Run 1, placement by cell class:
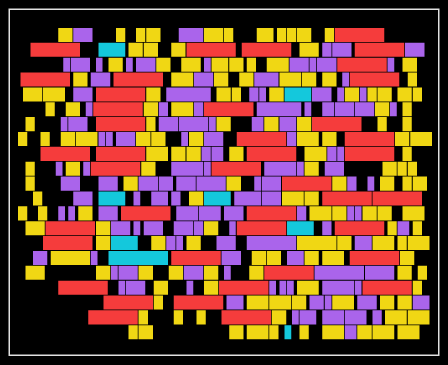
Run 1, I/O nets highlighted:
The bar under the picture is 20 um long.
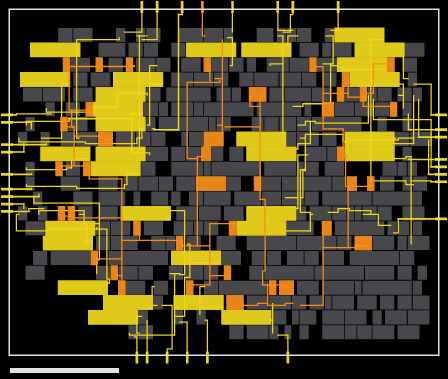
Run 1, routing congestion map:
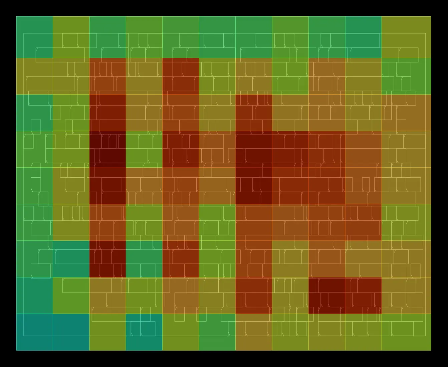
Design delay_chain_param, sky130hd; sources not shown.
==> Slide: Implementation Results, run 1 <==
Key Metrics from the Run

Status
  – Status: finished, violations left
  – Failing checks: setup timing

Job
  – Tool warning count: 30
  – Max cap viols: 0

CTS
  – Clk buf depth: 2
  – Register clock-pin slew on the reported worst setup and hold paths: 0.09 ns
  – CTS buffer count: 5
  – Clk latency late pin: 0.30 ns
  – # hold bufs at CTS: 0

Finish
  – Finished Core Util: 77.92%
  – Area Overhead vs Synth: 68.64%

Global routing
  – Global-route wire length before repair: 9.501 mm
  – GRT Util Overall: 25.78%
  – Maximum number of pins on one net before global-route repair: 42
  – Initial antenna violation count: 0

Worst setup path
  – Worst EP arrival: 1.24 ns
  – Crit end category: output port
  – WS Path Type: reg2out
  – R2r setup slk: -0.16 ns
  – Startpoint Class: flip-flop

Power
  – Peak VDD IR: 0.6497 mV
  – Power Dens Cells: 808.2 nW/um^2
  – Lkg Pwr: 1.834 nW
  – Pwr Total: 2.730 mW

Die
  – Die width: 78.31 um
  – Full die area: 4937 um^2
  – DIE HEIGHT: 63.05 um

Final timing
  – Unrepaired setup endpoints after global routing: yes
  – Final tally of max-slew violations: 0
  – Top achievable clock speed: 590.7 MHz
  – Worst Tran Pin Value: 0.2517 ns
  – Final Setup Violations: 19
  – Relative slew slack: 83.12%
  – Worst Slack Setup Final: -0.3528 ns

Place
  – DP Area: 2958 um^2
  – Detail Placement HPWL: 3.487 mm
  – Pre-CTS WS: -0.6505 ns
  – Routability cong.: 0.8098

Synth
  – Syn Nets: 197
  – Post-synth design cell area: 2003 um^2
  – Ys async rst share: 100.0%
  – EDFF count, synth: 0
  – # Cells Yosys: 184
  – Synth Instances: 184
  – Dominant flop cell: dfrtp_1
  – Post-synth regs: 41

Drt
  – Remaining antenna violation count: 0
  – Vias/cell: 5.086
About 'placement by cell class':
Key: red = flip-flops [cells 41]; yellow = other buffers and delay cells [cells 152]; purple = all other logic [cells 126]; cyan = clock drivers and dummy loads [cells 8]
Rows: 21
core area: 4335 um^2

About 'I/O nets highlighted':
Key: orange = `iClear` [direction input, end cells 42, buffers 4, wire 380 um]; yellow = `oTapAll` [direction output, end cells 30, buffers 32, wire 846 um]
port bufs: 55
IO Pins: 56

About 'routing congestion map':
met3 capacity usage during global routing: 4.964%
met2 global-route usage: 42.76%
wire per inst: 16.78 um

==> run 1: critical path, stage by stage, from the launching register on <==
cell and delay (ns):
dfrtp_1 0.41, inv_2 0.09, ha_4 0.12, nand3b_1 0.12, inv_2 0.10, buf_6 0.09
==> run 1: synthesized netlist by cell type, types with 2 or more instances <==
cell,count,area [um^2]
nor4bb_1,2,20.02
nand3_1,4,20.02
buf_4,4,30.03
nor2_1,36,135.1
o21ai_0,3,15.01
inv_1,5,18.77
buf_6,2,22.52
xor2_1,2,17.52
mux2i_1,34,340.3
buf_2,5,25.02
ha_1,2,25.02
clkbuf_1,6,22.52
a21oi_1,8,40.04
dfrtp_1,41,1026
nand2_1,8,30.03
==> run 1: per-stage QoR <==
step	cells	setup TNS (ns)
after global routing	384	-2.638
after detailed placement	334	-6.783
after global placement	334	-6.465
after CTS	379	-1.660
after floorplan	184	-0.1270
final	384	-2.061
==> run 1: area by class of cell <==
cell class	count	area, um^2
Sequential cell	41	1026
Timing Repair Buffer	152	1181
Inverter	5	22.52
Multi-Input combinational cell	121	960.9
Fill cell	275	957.2
Clock inverter	1	30.03
Clock buffer	7	86.33
Tap cell	57	71.32
==> run 1: cell usage in the layout, fill, tap and decap left out, types with 3 or more instances in the layout <==
master           netlist  final
clkbuf_8               0      6
buf_4                  4     76
mux2i_1               34     33
clkbuf_2               0     15
nand2_1                8      5
clkdlybuf4s50_1        0      5
a21oi_1                8      6
dfrtp_1               41     41
nor2_1                36     35
buf_2                  5     25
nand3_1                4      3
buf_6                  2     25
==> run 1: cell families (layout without fill, tap and decap cells) <==
logic type | Yosys count | count (layout) | synth area share [%]
simple gates | 58 | 58 | 12.93
flops | 41 | 41 | 51.22
mux | 38 | 38 | 20.55
buf+inv | 22 | 165 | 5.934
compound gates | 20 | 20 | 6.808
xor+xnor | 3 | 3 | 1.312
fa+ha+maj | 2 | 2 | 1.249
==> run 1: per-layer routing <==
metal | track usage [%] | routed length (um) | vias to the layer above
met5 | 0 | 0 | -
met4 | 12.50 | 163 | 0
met3 | 4.964 | 346 | 16
met2 | 42.76 | 3230 | 75
met1 | 32.23 | 2702 | 948
li1 | - | - | 914
==> run 1: power by group <==
part / internal (mW) / leakage (nW) / switching (mW)
logic: 0.211 / 1.21 / 0.193
clock network: 0.608 / 0.0585 / 0.448
registers: 1.26 / 0.567 / 0.0142
total: 2.07 / 1.83 / 0.656
==> run 1: timing repair <==
item                                   in CTS  in global routing
pin swaps                                   5                  6
buffers inserted                           39                  9
endpoints found under the hold margin       0                  0
gates cloned                                1                  1
resized                                   185                 39
setup endpoints to repair                  53                 32
==> inputs of run 2 (changes only) <==
--- a/config.mk
+++ b/config.mk
@@ -10,6 +10,7 @@
 export CORE_UTILIZATION = 43
 export DETAILED_ROUTE_END_ITERATION = 10
 export PLACE_DENSITY = 0.74
+export SETUP_SLACK_MARGIN = 0.4
 export SYNTH_ARGS = -nofsm -noshare
 export SYNTH_HDL_FRONTEND = slang
 export SYNTH_SLANG_ARGS = --single-unit
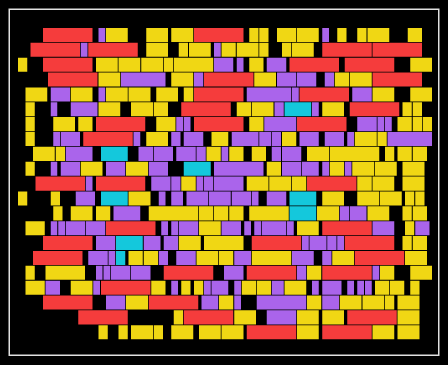
Run 2: placement by cell class
Key: purple = all other logic [cells 126]; red = flip-flops [cells 41]; cyan = clock drivers and dummy loads [cells 8]; yellow = other buffers and delay cells [cells 161]
sequential share of cell area: 27.93%
final instance area: 3674 um^2
Finished Core Util: 84.73%

==> run 2 against run 1 <==
Against the previous run:
- cell area grew 8.7%
- cell count grew 2.3%
- synthesized cell count is the same
- sequential power is essentially flat
- critical path type unchanged
- utilization grew 6.8 points
- register-to-register slack lost 0.05 ns
- first-iteration DRC count shrank 1.3%
- highest routed layer unchanged
- largest cell class unchanged
- global-route usage grew 1.8 points
- the flow still finishes with violations (setup timing)
- wire length grew 13%
==> Slide: Implementation Results, run 2 <==
Key Metrics from the Run

Status
  – Status: finished, violations left
  – Failing checks: setup timing

Synth
  – EDFF count, synth: 0
  – Post-synth regs: 41
  – Post-synth design cell area: 2003 um^2
  – # Cells Yosys: 184
  – Dominant flop cell: dfrtp_1
  – Top cells by count: dfrtp_1 (41), nor2_1 (36), mux2i_1 (34), a21oi_1 (8), nand2_1 (8)
  – Syn Nets: 197

Place
  – Port bufs: 55
  – Detail Placement HPWL: 3.406 mm

Die
  – Rows: 21
  – Core area: 4335 um^2
  – Full die area: 4937 um^2

Final timing
  – Worst Slack Setup Final: -0.3264 ns
  – Unrepaired setup endpoints after global routing: yes
  – Setup TNS: -2.437 ns
  – Top achievable clock speed: 600.1 MHz
  – Final Setup Violations: 22

Power
  – Power Dens Cells: 717.2 nW/um^2
  – Pwr Total: 2.635 mW

Worst setup path
  – Critical path's slowest cell: dfrtp_1

Global routing
  – Initial antenna violation count: 0

CTS
  – # hold bufs at CTS: 0

Job
  – Tool warning count: 30
run 2: cell counts after synthesis:
No cell type changed its count.
run 2: logic make-up after synthesis:
group | count (synthesis) | share of synthesized area (%)
compound gates | 20 | 6.808
simple gates | 58 | 12.93
mux | 38 | 20.55
fa+ha+maj | 2 | 1.249
xor+xnor | 3 | 1.312
buf+inv | 22 | 5.934
flops | 41 | 51.22
run 2: layout make-up:
cell class | count | area (um^2)
Tap cell | 57 | 71.32
Clock inverter | 1 | 5.005
Timing Repair Buffer | 161 | 1496
Clock buffer | 7 | 96.34
Fill cell | 224 | 661.9
Multi-Input combinational cell | 121 | 955.9
Sequential cell | 41 | 1026
Inverter | 5 | 22.52
run 2: timing repair:
action | in CTS | in global routing
endpoints found under the setup margin | 86 | 84
pin swaps | 28 | 23
gates resized | 250 | 33
gates cloned | 2 | 2
buffers inserted | 36 | 11
run 2: power by group:
| group | switching (mW) | total (mW) | internal [mW] |
|---|---|---|---|
| combinational | 0.214 | 0.470 | 0.256 |
| sequential | 0.0153 | 1.27 | 1.26 |
| clock | 0.427 | 0.893 | 0.466 |
run 2: per-stage QoR:
| stage | hold WS (ns) | utilization [%] | std cells |
|---|---|---|---|
| after floorplan | 0.3372 | - | 184 |
| after global placement | 0.4651 | 68.98 | 334 |
| after detailed placement | 0.4675 | 68.98 | 334 |
| after CTS | 0.4040 | 79.19 | 380 |
| after global routing | 0.4099 | 84.73 | 393 |
| final | 0.3853 | 84.73 | 393 |
run 2: worst max-delay path, delay by kind of cell, from the launching register on:
family | cells | cell delay (ns)
AND/OR/NAND/NOR | 1 | 0.13
adder cells (fa/ha/maj) | 1 | 0.19
flip-flops | 1 | 0.44
buffers and inverters | 2 | 0.17
run 2: metal layers:
layer | vias up | track usage, % | part of all wire [%]
met5 | - | 0 | 0
met4 | 0 | 8.333 | 2.6
met3 | 21 | 4.672 | 5.8
met2 | 97 | 45.39 | 51
met1 | 1028 | 37.29 | 41
li1 | 932 | - | -
Power is estimated from default activity; no workload was simulated.
